Figure 1. Register map, names as in the netlist (run 1).
Bar = 20 um. Other sequential cells in the stronger grey, the rest of the logic in the fainter grey.
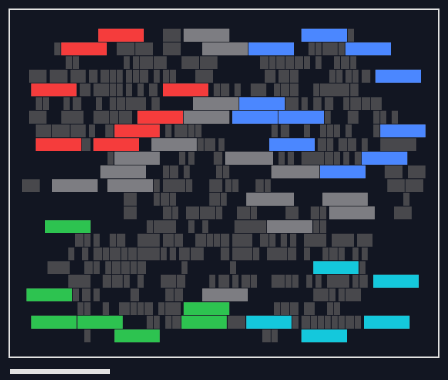
Figure 2. Signal wires by layer (run 1).
Bar = 20 um.
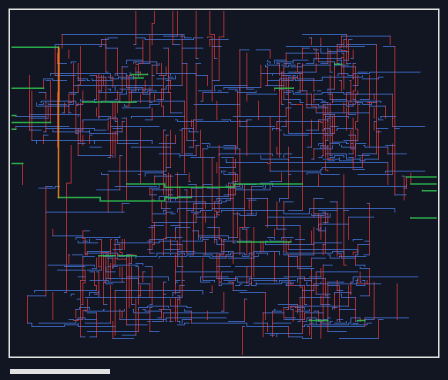
Figure 3. Clock routing (run 1).
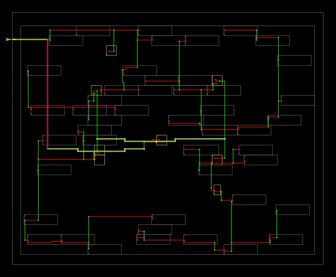
### config.mk
export PLATFORM = sky130hd
export DESIGN_NAME = rst_seq
export DESIGN_NICKNAME = d
export VERILOG_FILES = /design/src/rtl/rst_seq.sv
export SDC_FILE = /design/constraint.sdc
export NUM_CORES = 1
export LEC_CHECK = 0
export ABC_AREA = 1
export ABC_CLOCK_PERIOD_IN_PS = 2400
export CAP_MARGIN = 10
export CORE_ASPECT_RATIO = 0.8
export CORE_MARGIN = 2
export CORE_UTILIZATION = 49
export CTS_BUF_LIST = sky130_fd_sc_hd__clkbuf_4
export DETAILED_ROUTE_END_ITERATION = 8
export HOLD_SLACK_MARGIN = 0.1
export PLACE_DENSITY_LB_ADDON = 0.2
export SYNTH_ARGS = -nofsm -noshare
export SYNTH_HDL_FRONTEND = slang
export SYNTH_SLANG_ARGS = --single-unit
### constraint.sdc
create_clock -name clock -period 2.4 [get_ports clock]
set_clock_uncertainty 0.2 [all_clocks]
set_input_delay 0.36 -clock clock [delete_from_list [all_inputs] [get_ports clock]]
set_output_delay 0.36 -clock clock [all_outputs]
set_load 0.03 [all_outputs]
### src/rtl/rst_seq.sv
// Board reset sequencer: waits for clock-manager lock, holds all resets, then
// releases N_STAGE subsystem resets in order; lock loss or soft button aborts.
module rst_seq #(
    parameter int N_STAGE         = 3,
    parameter int HOLD_CYCLES     = 63,
    parameter int STAGE_GAP       = 16,
    parameter int SYNC_STAGES     = 2,
    parameter int DEBOUNCE_CYCLES = 1000
) (
    input  logic               clock,
    input  logic               reset,
    input  logic               i_locked,
    input  logic               i_sw_rst,
    output logic [N_STAGE-1:0] o_rst,
    output logic               o_ready,
    output logic [1:0]         o_cause,
    output logic [7:0]         o_count
);
    localparam int HOLD_W = $clog2(HOLD_CYCLES) + 1;
    localparam int GAP_W  = $clog2(STAGE_GAP) + 1;
    localparam int STG_W  = $clog2(N_STAGE) + 1;
    localparam int DEB_W  = $clog2(DEBOUNCE_CYCLES) + 1;

    localparam logic [HOLD_W-1:0] HOLD_LOAD = HOLD_W'(HOLD_CYCLES - 1);
    localparam logic [GAP_W-1:0]  GAP_LOAD  = GAP_W'(STAGE_GAP - 1);
    localparam logic [STG_W-1:0]  LAST_STG  = STG_W'(N_STAGE - 1);
    localparam logic [DEB_W-1:0]  DEB_LAST  = DEB_W'(DEBOUNCE_CYCLES - 1);

    localparam logic [1:0] CAUSE_LOCK = 2'd1;
    localparam logic [1:0] CAUSE_BTN  = 2'd2;

    typedef enum logic [1:0] {WAIT_LOCK, HOLD, RELEASE, RUN} state_t;

    state_t                 state;
    logic [SYNC_STAGES-1:0] lock_sync;
    logic [SYNC_STAGES-1:0] btn_sync;
    logic                   locked_s;
    logic                   btn_s;
    logic                   btn_db;
    logic [DEB_W-1:0]       deb_cnt;
    logic [HOLD_W-1:0]      hold_cnt;
    logic [GAP_W-1:0]       gap_cnt;
    logic [STG_W-1:0]       stage;
    logic                   abort;

    function automatic logic [7:0] sat_inc(input logic [7:0] v);
        return (v == 8'hFF) ? v : v + 8'd1;
    endfunction

    assign locked_s = lock_sync[SYNC_STAGES-1];
    assign btn_s    = btn_sync[SYNC_STAGES-1];
    assign abort    = (state != WAIT_LOCK) && (!locked_s || btn_db);

    always_ff @(posedge clock or posedge reset) begin
        if (reset) begin
            lock_sync <= '0;
            btn_sync  <= '0;
        end else begin
            lock_sync <= {lock_sync[SYNC_STAGES-2:0], i_locked};
            btn_sync  <= {btn_sync[SYNC_STAGES-2:0], i_sw_rst};
        end
    end

    // Filtered level only follows the button after DEBOUNCE_CYCLES steady edges.
    always_ff @(posedge clock or posedge reset) begin
        if (reset) begin
            btn_db  <= 1'b0;
            deb_cnt <= '0;
        end else if (btn_s == btn_db) begin
            deb_cnt <= '0;
        end else if (deb_cnt == DEB_LAST) begin
            btn_db  <= btn_s;
            deb_cnt <= '0;
        end else begin
            deb_cnt <= deb_cnt + DEB_W'(1);
        end
    end

    always_ff @(posedge clock or posedge reset) begin
        if (reset) begin
            state    <= WAIT_LOCK;
            hold_cnt <= '0;
            gap_cnt  <= '0;
            stage    <= '0;
            o_rst    <= '1;
            o_ready  <= 1'b0;
            o_cause  <= 2'd0;
            o_count  <= 8'd0;
        end else if (abort) begin
            state   <= WAIT_LOCK;
            o_rst   <= '1;
            o_ready <= 1'b0;
            o_cause <= locked_s ? CAUSE_BTN : CAUSE_LOCK;
            o_count <= sat_inc(o_count);
        end else begin
            case (state)
                WAIT_LOCK: begin
                    o_rst   <= '1;
                    o_ready <= 1'b0;
                    if (locked_s && !btn_db) begin
                        state    <= HOLD;
                        hold_cnt <= HOLD_LOAD;
                    end
                end
                HOLD: begin
                    if (hold_cnt == '0) begin
                        // Shifting a zero in releases the lowest still-asserted stage.
                        o_rst <= o_rst << 1;
                        if (N_STAGE > 1) begin
                            state   <= RELEASE;
                            stage   <= STG_W'(1);
                            gap_cnt <= GAP_LOAD;
                        end else begin
                            state   <= RUN;
                            o_ready <= 1'b1;
                        end
                    end else begin
                        hold_cnt <= hold_cnt - HOLD_W'(1);
                    end
                end
                RELEASE: begin
                    if (gap_cnt == '0) begin
                        o_rst <= o_rst << 1;
                        if (stage == LAST_STG) begin
                            state   <= RUN;
                            o_ready <= 1'b1;
                        end else begin
                            stage   <= stage + STG_W'(1);
                            gap_cnt <= GAP_LOAD;
                        end
                    end else begin
                        gap_cnt <= gap_cnt - GAP_W'(1);
                    end
                end
                RUN: begin
                    o_rst   <= '0;
                    o_ready <= 1'b1;
                end
                default: state <= WAIT_LOCK;
            endcase
        end
    end
endmodule

==> results.json, run 1 <==
{
  "gr-usage-met1_pct": 24.9,
  "yosys_area_sq_um": 2580,
  "period_used_pct": 90.7,
  "wl_mm": 4.48,
  "relSlewSlack_pct": 70.1,
  "highest_layer": "met4",
  "final_area_sq_um": 2870,
  "crit_path_max_incr_delay_ps": 680,
  "routedWlPerCell_um": 11.2,
  "xor_share_pct": 4.07,
  "ys.flops": 47,
  "logic_area_sq_um": 1190,
  "netlist_instances": 317,
  "cp_slowest_cell": "clkdlybuf4s50_1",
  "lay_top_cells": "nand2_1 (77), dfrtp_1 (44), inv_1 (40)",
  "placed_cell_area_sq_um": 2800,
  "n_antenna_cell": 0,
  "crit_type": "flip-flop to output port",
  "ys_seq_share_pct": 45.7,
  "synthMuxAreaShare_pct": 0,
  "syn-num-nets": 332,
  "min_to": "btn_sync[1]$_DFF_PP0_",
  "grt_pass1_wl_mm": 8.27,
  "coreArea_sq_um": 5040,
  "lay_top_count": "nand2_1",
  "cts_hold_buf": 1,
  "clk_share_pct": 2.01,
  "fp-utilization_pct": 51.3,
  "maxPowerGroup": "combinational cells",
  "die_h_um": 69.0,
  "globalRouteMet3Util_pct": 3.69,
  "rsz0062_at_grt": "false",
  "startpoint_type": "flip-flop",
  "hold_viol": 0,
  "cts_resized": 0,
  "p_switching_uw": 1430,
  "hpwl_mm": 3.33,
  "min-delay-start": "btn_sync[0]$_DFF_PP0_",
  "comb_power_share_pct": 49.9,
  "comb_share_pct": 41.6,
  "synth-edff-count": 0,
  "powerComb_uw": 1590,
  "crit_family": "buffers and inverters",
  "tightestPinTransition_ps": 448,
  "gp_congestion": 0.804,
  "p_seq_share_pct": 38.0,
  "reg2reg_from": "state[1]$_DFFE_PP0P_",
  "cap_violations": 0,
  "grt_pass1_vias": 1838,
  "cp-endpoint": "o_rst[1]",
  "fin_cells": 401,
  "nets": 353,
  "simple_gate_share_pct": 29.1,
  "cp-end-kind": "output port",
  "ff2ff_path_depth": 8,
  "power.internal_uw": 1750,
  "startpoint": "o_rst[1]$_DFFE_PP1P_",
  "drc": 0,
  "rrSetupSlack_ps": 400,
  "setup_viol": 0,
  "synth_dominant_cell_count": "nand2_1",
  "finalPower_uw": 3180,
  "synth_cell_types": 30,
  "yosysWarnings": 0,
  "num_vias": 1998,
  "inverters": 42,
  "fmax_mhz": 459,
  "status": "completed",
  "grt.met2_usage_pct": 28.0,
  "fill_cells": 447,
  "drive_gt1_share_pct": 9.14,
  "io_pins": 18,
  "top_usage_layer": "met2",
  "post_cts_buffers": 0,
  "yosys-top-cells-count": "nand2_1 (77), dfrtp_1 (44), inv_1 (41), nor2_1 (32), nand3_1 (24)",
  "largest_class": "logic gates",
  "avgSynthCellArea_sq_um": 8.15,
  "setup_tns_ps": 0,
  "largest_register_ffs": 11,
  "dr.first_iter.drc_count": 80,
  "holdWs_ps": 171,
  "netSwitchingFraction_pct": 44.9,
  "met3_length_um": 151,
  "cts_tree": "yes",
  "p_clk_share_pct": 12.0,
  "synth-compound-area-share_pct": 7.75,
  "drt-met1-wl_mm": 2.36,
  "top_register": "deb_cnt",
  "chipArea_sq_um": 5870,
  "num_rows": 23,
  "path_cells": "clkdlybuf4s50_1",
  "drv_slew": 0,
  "warning_count": 31,
  "cp_data_required_time_ps": 1840,
  "async_flop_share_pct": 100,
  "clock_net_power_uw": 382,
  "buf_share_pct": 6.98,
  "leakage_uw": 0.00135,
  "viasPerCell": 4.98,
  "yosys.area.top_type": "dfrtp_1",
  "cts_buffer_depth": 2,
  "setup_slack_ps": 223,
  "grt_max_degree": 42,
  "portBuffers": 17,
  "flop_cell": "dfrtp_1",
  "cts-root-buf": "clkbuf_4",
  "wl_met2_mm": 1.94,
  "grt_overflow": 0,
  "antenna_left": 0,
  "whs_path_depth": 0,
  "path_buffers": 1,
  "reg.largest.list": "deb_cnt: 11 flops, o_count: 8 flops, hold_cnt: 7 flops",
  "path_depth": 1,
  "r2r-end": "hold_cnt[6]$_DFFE_PP0P_",
  "detail_route.first_pass.iterations": 4,
  "syn_area_sq_um": 2580,
  "holdCritPathClass": "flip-flop to flip-flop",
  "clkSlewWorstSetupHoldPaths_ps": 140,
  "post-place-cells": 392,
  "top_logic_kind": "simple AND/OR/NAND/NOR gates",
  "logic_gate_count": 223,
  "num-nonclk-buffers": 19
}
About Figure 1:
Key: cyan = gap_cnt [sequential cells 5, where bottom right]; blue = deb_cnt [sequential cells 11]; red = o_count [sequential cells 8]; green = hold_cnt [sequential cells 7, where bottom left]
Another 16 sequential cells are not coloured.
fin util: 57.0%
fraction of area in registers: 41.1%
Register Area: 1180 sq um
Seq. pwr: 1210 uW

About Figure 2:
Key: red = metal 2 [wire length 1940 um]; blue = metal 1 [wire length 2360 um]; orange = metal 4 [wire length 29.9 um]; green = metal 3 [wire length 152 um]

About Figure 3:
cts bufs inserted: 5
total clock sinks: 47
clock buffer count: 6
flip-flops: 47
Latency at later pin: 360 ps

## Run 2: what changed since run 1
--- a/config.mk
+++ b/config.mk
@@ -12,6 +12,7 @@
 export CORE_MARGIN = 2
 export CORE_UTILIZATION = 49
 export CTS_BUF_LIST = sky130_fd_sc_hd__clkbuf_4
+export CTS_CLUSTER_SIZE = 30
 export DETAILED_ROUTE_END_ITERATION = 8
 export HOLD_SLACK_MARGIN = 0.1
 export PLACE_DENSITY_LB_ADDON = 0.2
==> run 2 against run 1 <==
Compared with the run above: combinational power about the same; total power unchanged; sequential power about the same; worst hold slack unchanged; core utilization unchanged; sequential share of layout area unchanged; clock power about the same.
==> results.json, run 2 <==
{
  "final_area_sq_um": 2870,
  "status": "completed",
  "cts_hold_buf": 1,
  "period_used_pct": 90.7,
  "hold_viol": 0,
  "comb_power_share_pct": 49.9,
  "synth_cell_types": 30,
  "path_buffers": 1,
  "ys_seq_share_pct": 45.7,
  "yosysWarnings": 0,
  "setup_slack_ps": 223,
  "inverters": 42,
  "lay_top_count": "nand2_1",
  "wl_met2_mm": 1.94,
  "powerSeq_uw": 1210,
  "power.internal_uw": 1750,
  "grt.met2_usage_pct": 28.0,
  "avgSynthCellArea_sq_um": 8.15,
  "xor_share_pct": 4.07,
  "antenna_left": 0,
  "reg.largest.list": "deb_cnt: 11 flops, o_count: 8 flops, hold_cnt: 7 flops",
  "grt_overflow": 0,
  "setup_viol": 0,
  "lay_top_cells": "nand2_1 (77), dfrtp_1 (44), inv_1 (40)",
  "worstSkewPairLatency_ps": 360,
  "cts-root-buf": "clkbuf_4",
  "fill_cells": 447,
  "synth_dominant_cell_count": "nand2_1",
  "io_pins": 18,
  "whs_path_depth": 0,
  "ff2ff_path_depth": 8,
  "warning_count": 31,
  "yosys.area.top_type": "dfrtp_1",
  "holdWs_ps": 171,
  "clock-sinks": 47,
  "yosys-top-cells-count": "nand2_1 (77), dfrtp_1 (44), inv_1 (41), nor2_1 (32), nand3_1 (24)",
  "dr.first_iter.drc_count": 80,
  "cts_buffers": 5,
  "buf_share_pct": 6.98,
  "synth-edff-count": 0,
  "maxPowerGroup": "combinational cells",
  "highest_layer": "met4",
  "synth-compound-area-share_pct": 7.75,
  "clock_net_power_uw": 382,
  "clkSlewWorstSetupHoldPaths_ps": 140,
  "cap_violations": 0,
  "n_antenna_cell": 0,
  "netSwitchingFraction_pct": 44.9,
  "grt_max_degree": 42,
  "crit_type": "flip-flop to output port",
  "async_flop_share_pct": 100,
  "cp_slowest_cell": "clkdlybuf4s50_1",
  "reg2reg_from": "state[1]$_DFFE_PP0P_",
  "crit_family": "buffers and inverters",
  "routedWlPerCell_um": 11.2,
  "clkbuf_count": 6,
  "p_clk_share_pct": 12.0,
  "cp-endpoint": "o_rst[1]",
  "num-nonclk-buffers": 19,
  "die_h_um": 69.0,
  "min-delay-start": "btn_sync[0]$_DFF_PP0_",
  "startpoint_type": "flip-flop",
  "met3_length_um": 151,
  "holdCritPathClass": "flip-flop to flip-flop",
  "chipArea_sq_um": 5870,
  "largest_register_ffs": 11,
  "cp-end-kind": "output port",
  "netlist_instances": 317,
  "min_to": "btn_sync[1]$_DFF_PP0_",
  "yosys_area_sq_um": 2580,
  "cts_resized": 0,
  "relSlewSlack_pct": 70.1,
  "drt-met1-wl_mm": 2.36,
  "syn-num-nets": 332,
  "drc": 0,
  "logic_area_sq_um": 1190,
  "startpoint": "o_rst[1]$_DFFE_PP1P_",
  "simple_gate_share_pct": 29.1,
  "globalRouteMet3Util_pct": 3.69,
  "detail_route.first_pass.iterations": 4,
  "cts_buffer_depth": 2,
  "top_usage_layer": "met2",
  "cp_data_required_time_ps": 1840,
  "grt_pass1_vias": 1838,
  "leakage_uw": 0.00135,
  "hpwl_mm": 3.33,
  "synthMuxAreaShare_pct": 0,
  "comb_share_pct": 41.6,
  "crit_path_max_incr_delay_ps": 680,
  "p_seq_share_pct": 38.0,
  "viasPerCell": 4.98,
  "top_logic_kind": "simple AND/OR/NAND/NOR gates",
  "fmax_mhz": 459,
  "top_register": "deb_cnt",
  "flop_cell": "dfrtp_1",
  "gp_congestion": 0.804,
  "path_depth": 1,
  "largest_class": "logic gates",
  "fp-utilization_pct": 51.3,
  "nets": 353,
  "post-place-cells": 392,
  "post_cts_buffers": 0,
  "finalPower_uw": 3180,
  "syn_area_sq_um": 2580,
  "grt_pass1_wl_mm": 8.27,
  "setup_tns_ps": 0,
  "ys.flops": 47
}
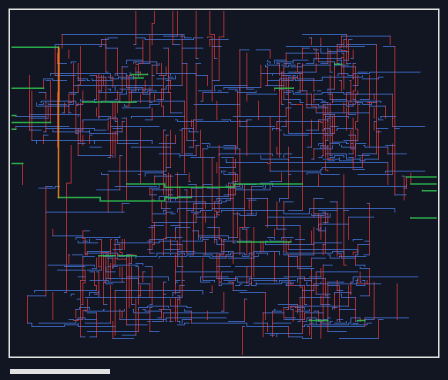
Figure 4: run 2, signal wires by layer.
Bar = 20 um.
Key: red = metal 2 [wire length 1940 um]; blue = metal 1 [wire length 2360 um]; green = metal 3 [wire length 152 um]; orange = metal 4 [wire length 29.9 um]
drt total wl: 4.48 mm
gr usage total: 17.8%

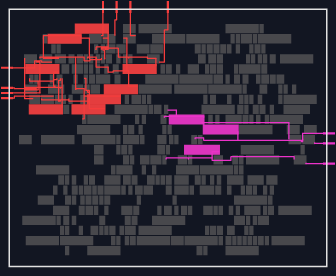
Figure 5: run 2, nets reached from selected ports.
Key: magenta = o_rst [bits 3, direction output, end cells 3, wire 134 um]; red = o_count [bits 8, direction output, end cells 8, wire 320 um]

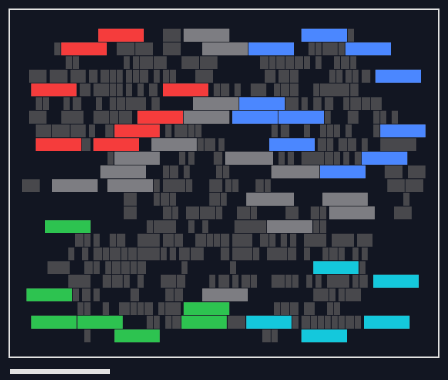
Figure 6: run 2, register map, names as in the netlist.
Bar = 20 um. Other sequential cells in the stronger grey, the rest of the logic in the fainter grey.
Key: green = hold_cnt [sequential cells 7, where bottom left]; cyan = gap_cnt [sequential cells 5, where bottom right]; blue = deb_cnt [sequential cells 11]; red = o_count [sequential cells 8]
Another 16 sequential cells are not coloured.

## Run 3: what changed since run 2
--- a/config.mk
+++ b/config.mk
@@ -10,7 +10,7 @@
 export CAP_MARGIN = 10
 export CORE_ASPECT_RATIO = 0.8
 export CORE_MARGIN = 2
-export CORE_UTILIZATION = 49
+export CORE_UTILIZATION = 39
 export CTS_BUF_LIST = sky130_fd_sc_hd__clkbuf_4
 export CTS_CLUSTER_SIZE = 30
 export DETAILED_ROUTE_END_ITERATION = 8
==> run 3 against run 2 <==
Compared with the run above: global-route usage shrank 3.4 points; fmax shrank 0.37%; clock power is essentially flat; total power grew 0.32%; sequential power is essentially flat; critical endpoint unchanged.
==> results.json, run 3 <==
{
  "placed_cell_area_sq_um": 2840,
  "chipArea_sq_um": 7300,
  "highest_layer": "met4",
  "num-nonclk-buffers": 20,
  "post_cts_buffers": 0,
  "wl_met2_mm": 1.91,
  "path_cells": "clkdlybuf4s50_1",
  "routedWlPerCell_um": 11.1,
  "power.internal_uw": 1750,
  "grt_usage_pct": 14.4,
  "coreArea_sq_um": 6410,
  "ys_seq_share_pct": 45.7,
  "cts_resized": 0,
  "fmax_mhz": 458,
  "wl_mm": 4.72,
  "drv_slew": 0,
  "ys.flops": 47,
  "clock-sinks": 47,
  "detail_route.first_pass.iterations": 4,
  "flop_cell": "dfrtp_1",
  "setup_slack_ps": 215,
  "holdWs_ps": 165,
  "cp_data_required_time_ps": 1840,
  "logic_area_sq_um": 1190,
  "async_flop_share_pct": 100,
  "rsz0062_at_grt": "false",
  "globalRouteMet3Util_pct": 3.54,
  "largest_register_ffs": 11,
  "met3_length_um": 163,
  "cts-root-buf": "clkbuf_4",
  "top_register": "deb_cnt",
  "worstSkewPairLatency_ps": 360,
  "drive_gt1_share_pct": 9.41,
  "fill_cells": 630,
  "syn-num-nets": 332,
  "clock_net_power_uw": 384,
  "hpwl_mm": 3.52,
  "hold_viol": 0,
  "p_seq_share_pct": 38.0,
  "lay_top_cells": "nand2_1 (77), dfrtp_1 (44), inv_1 (40)",
  "simple_gate_share_pct": 29.1,
  "top_usage_layer": "met1",
  "seqCellArea_sq_um": 1180,
  "drc": 0,
  "gr-usage-met1_pct": 22.4,
  "comb_power_share_pct": 50.0,
  "rrSetupSlack_ps": 380,
  "clkSlewWorstSetupHoldPaths_ps": 150,
  "warning_count": 31,
  "cp.arrival_ps": 1620,
  "cp-end-kind": "output port",
  "dr.first_iter.drc_count": 104,
  "startpoint": "o_rst[1]$_DFFE_PP1P_",
  "grt.met2_usage_pct": 19.6,
  "reg.largest.list": "deb_cnt: 11 flops, o_count: 8 flops, hold_cnt: 7 flops",
  "yosys.area.top_type": "dfrtp_1",
  "flops": 47,
  "finalPower_uw": 3190,
  "ff2ff_path_depth": 8,
  "antenna_left": 0,
  "setup_tns_ps": 0,
  "relSlewSlack_pct": 70.4,
  "die_width_um": 95,
  "reg2reg_from": "state[1]$_DFFE_PP0P_",
  "synth-edff-count": 0,
  "netlist_instances": 317,
  "yosys-top-cells-count": "nand2_1 (77), dfrtp_1 (44), inv_1 (41), nor2_1 (32), nand3_1 (24)",
  "powerSeq_uw": 1210,
  "crit_path_max_incr_delay_ps": 670,
  "synth-compound-area-share_pct": 7.75,
  "startpoint_type": "flip-flop",
  "whs_path_depth": 0,
  "cap_violations": 0,
  "logic_gate_count": 223,
  "grt_overflow": 0,
  "grt_max_degree": 23,
  "period_used_pct": 91.0,
  "avgSynthCellArea_sq_um": 8.15,
  "synthMuxAreaShare_pct": 0,
  "buf_share_pct": 7.15,
  "r2r-end": "hold_cnt[6]$_DFFE_PP0P_",
  "grt_pass1_vias": 1815,
  "powerComb_uw": 1590,
  "cp-endpoint": "o_rst[1]",
  "xor_share_pct": 4.07,
  "status": "completed",
  "fin_cells": 424,
  "yosys_area_sq_um": 2580,
  "final_area_sq_um": 2900,
  "path_buffers": 1,
  "leakage_uw": 0.00136,
  "inverters": 42,
  "drt-met1-wl_mm": 2.59,
  "min-delay-start": "btn_sync[0]$_DFF_PP0_",
  "synth_adder_area_share_pct": 5.33,
  "fp-utilization_pct": 40.3,
  "min_to": "btn_sync[1]$_DFF_PP0_",
  "largest_class": "logic gates",
  "cts_hold_buf": 1,
  "synth_cell_types": 30,
  "gp_congestion": 0.816,
  "maxPowerGroup": "combinational cells",
  "cts_buffer_depth": 2,
  "netSwitchingFraction_pct": 45.0,
  "viasPerCell": 4.67,
  "path_depth": 1,
  "tightestPinTransition_ps": 444,
  "syn_area_sq_um": 2580,
  "post-place-cells": 415,
  "area_growth_pct": 12.4,
  "p_clk_share_pct": 12.1,
  "n_antenna_cell": 0,
  "grt_pass1_wl_mm": 8.38,
  "cp_slowest_cell": "clkdlybuf4s50_1",
  "die_h_um": 76.8,
  "cts_buffers": 5,
  "synth_dominant_cell_count": "nand2_1",
  "yosysWarnings": 0,
  "nets": 354,
  "clkbuf_count": 6,
  "setup_viol": 0,
  "lay_top_count": "nand2_1",
  "holdCritPathClass": "flip-flop to flip-flop",
  "top_logic_kind": "simple AND/OR/NAND/NOR gates",
  "crit_family": "buffers and inverters",
  "comb_share_pct": 41.1,
  "crit_type": "flip-flop to output port"
}
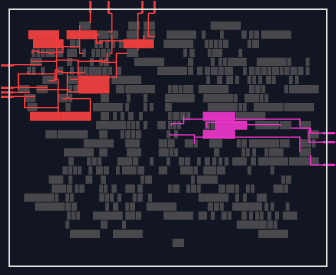
Figure 7: run 3, nets reached from selected ports.
Key: red = o_count [bits 8, direction output, end cells 8, wire 300 um]; magenta = o_rst [bits 3, direction output, end cells 3, wire 141 um]
IO Pins: 18
IO Port Bufs: 17

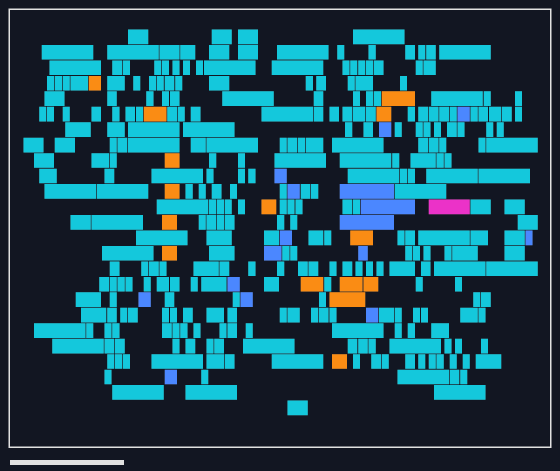
Figure 8: run 3, drive-strength map.
Bar = 20 um.
Key: magenta = _6 and larger [cells 1, share 0.29%, most used buf_12]; orange = _3 and _4 cells [cells 15, share 4.4%, most used clkbuf_4]; cyan = _0 and _1 cells [cells 308, share 91%, most used nand2_1]; blue = _2 cells [cells 16, share 4.7%, most used nand2_2]

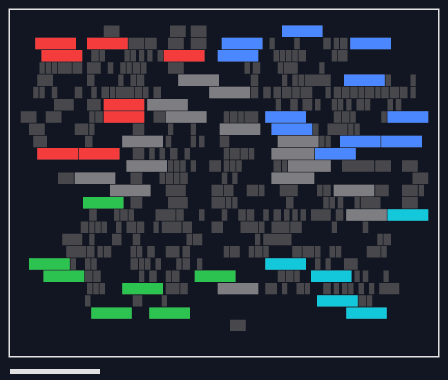
Figure 9: run 3, register map, names as in the netlist.
Bar = 20 um. Other sequential cells in the stronger grey, the rest of the logic in the fainter grey.
Key: cyan = gap_cnt [sequential cells 5, where bottom right]; blue = deb_cnt [sequential cells 11]; green = hold_cnt [sequential cells 7, where bottom left]; red = o_count [sequential cells 8, where top left]
Another 16 sequential cells are not coloured.
fin util: 45.3%
fraction of area in registers: 40.6%

Power is estimated from default activity; no workload was simulated.
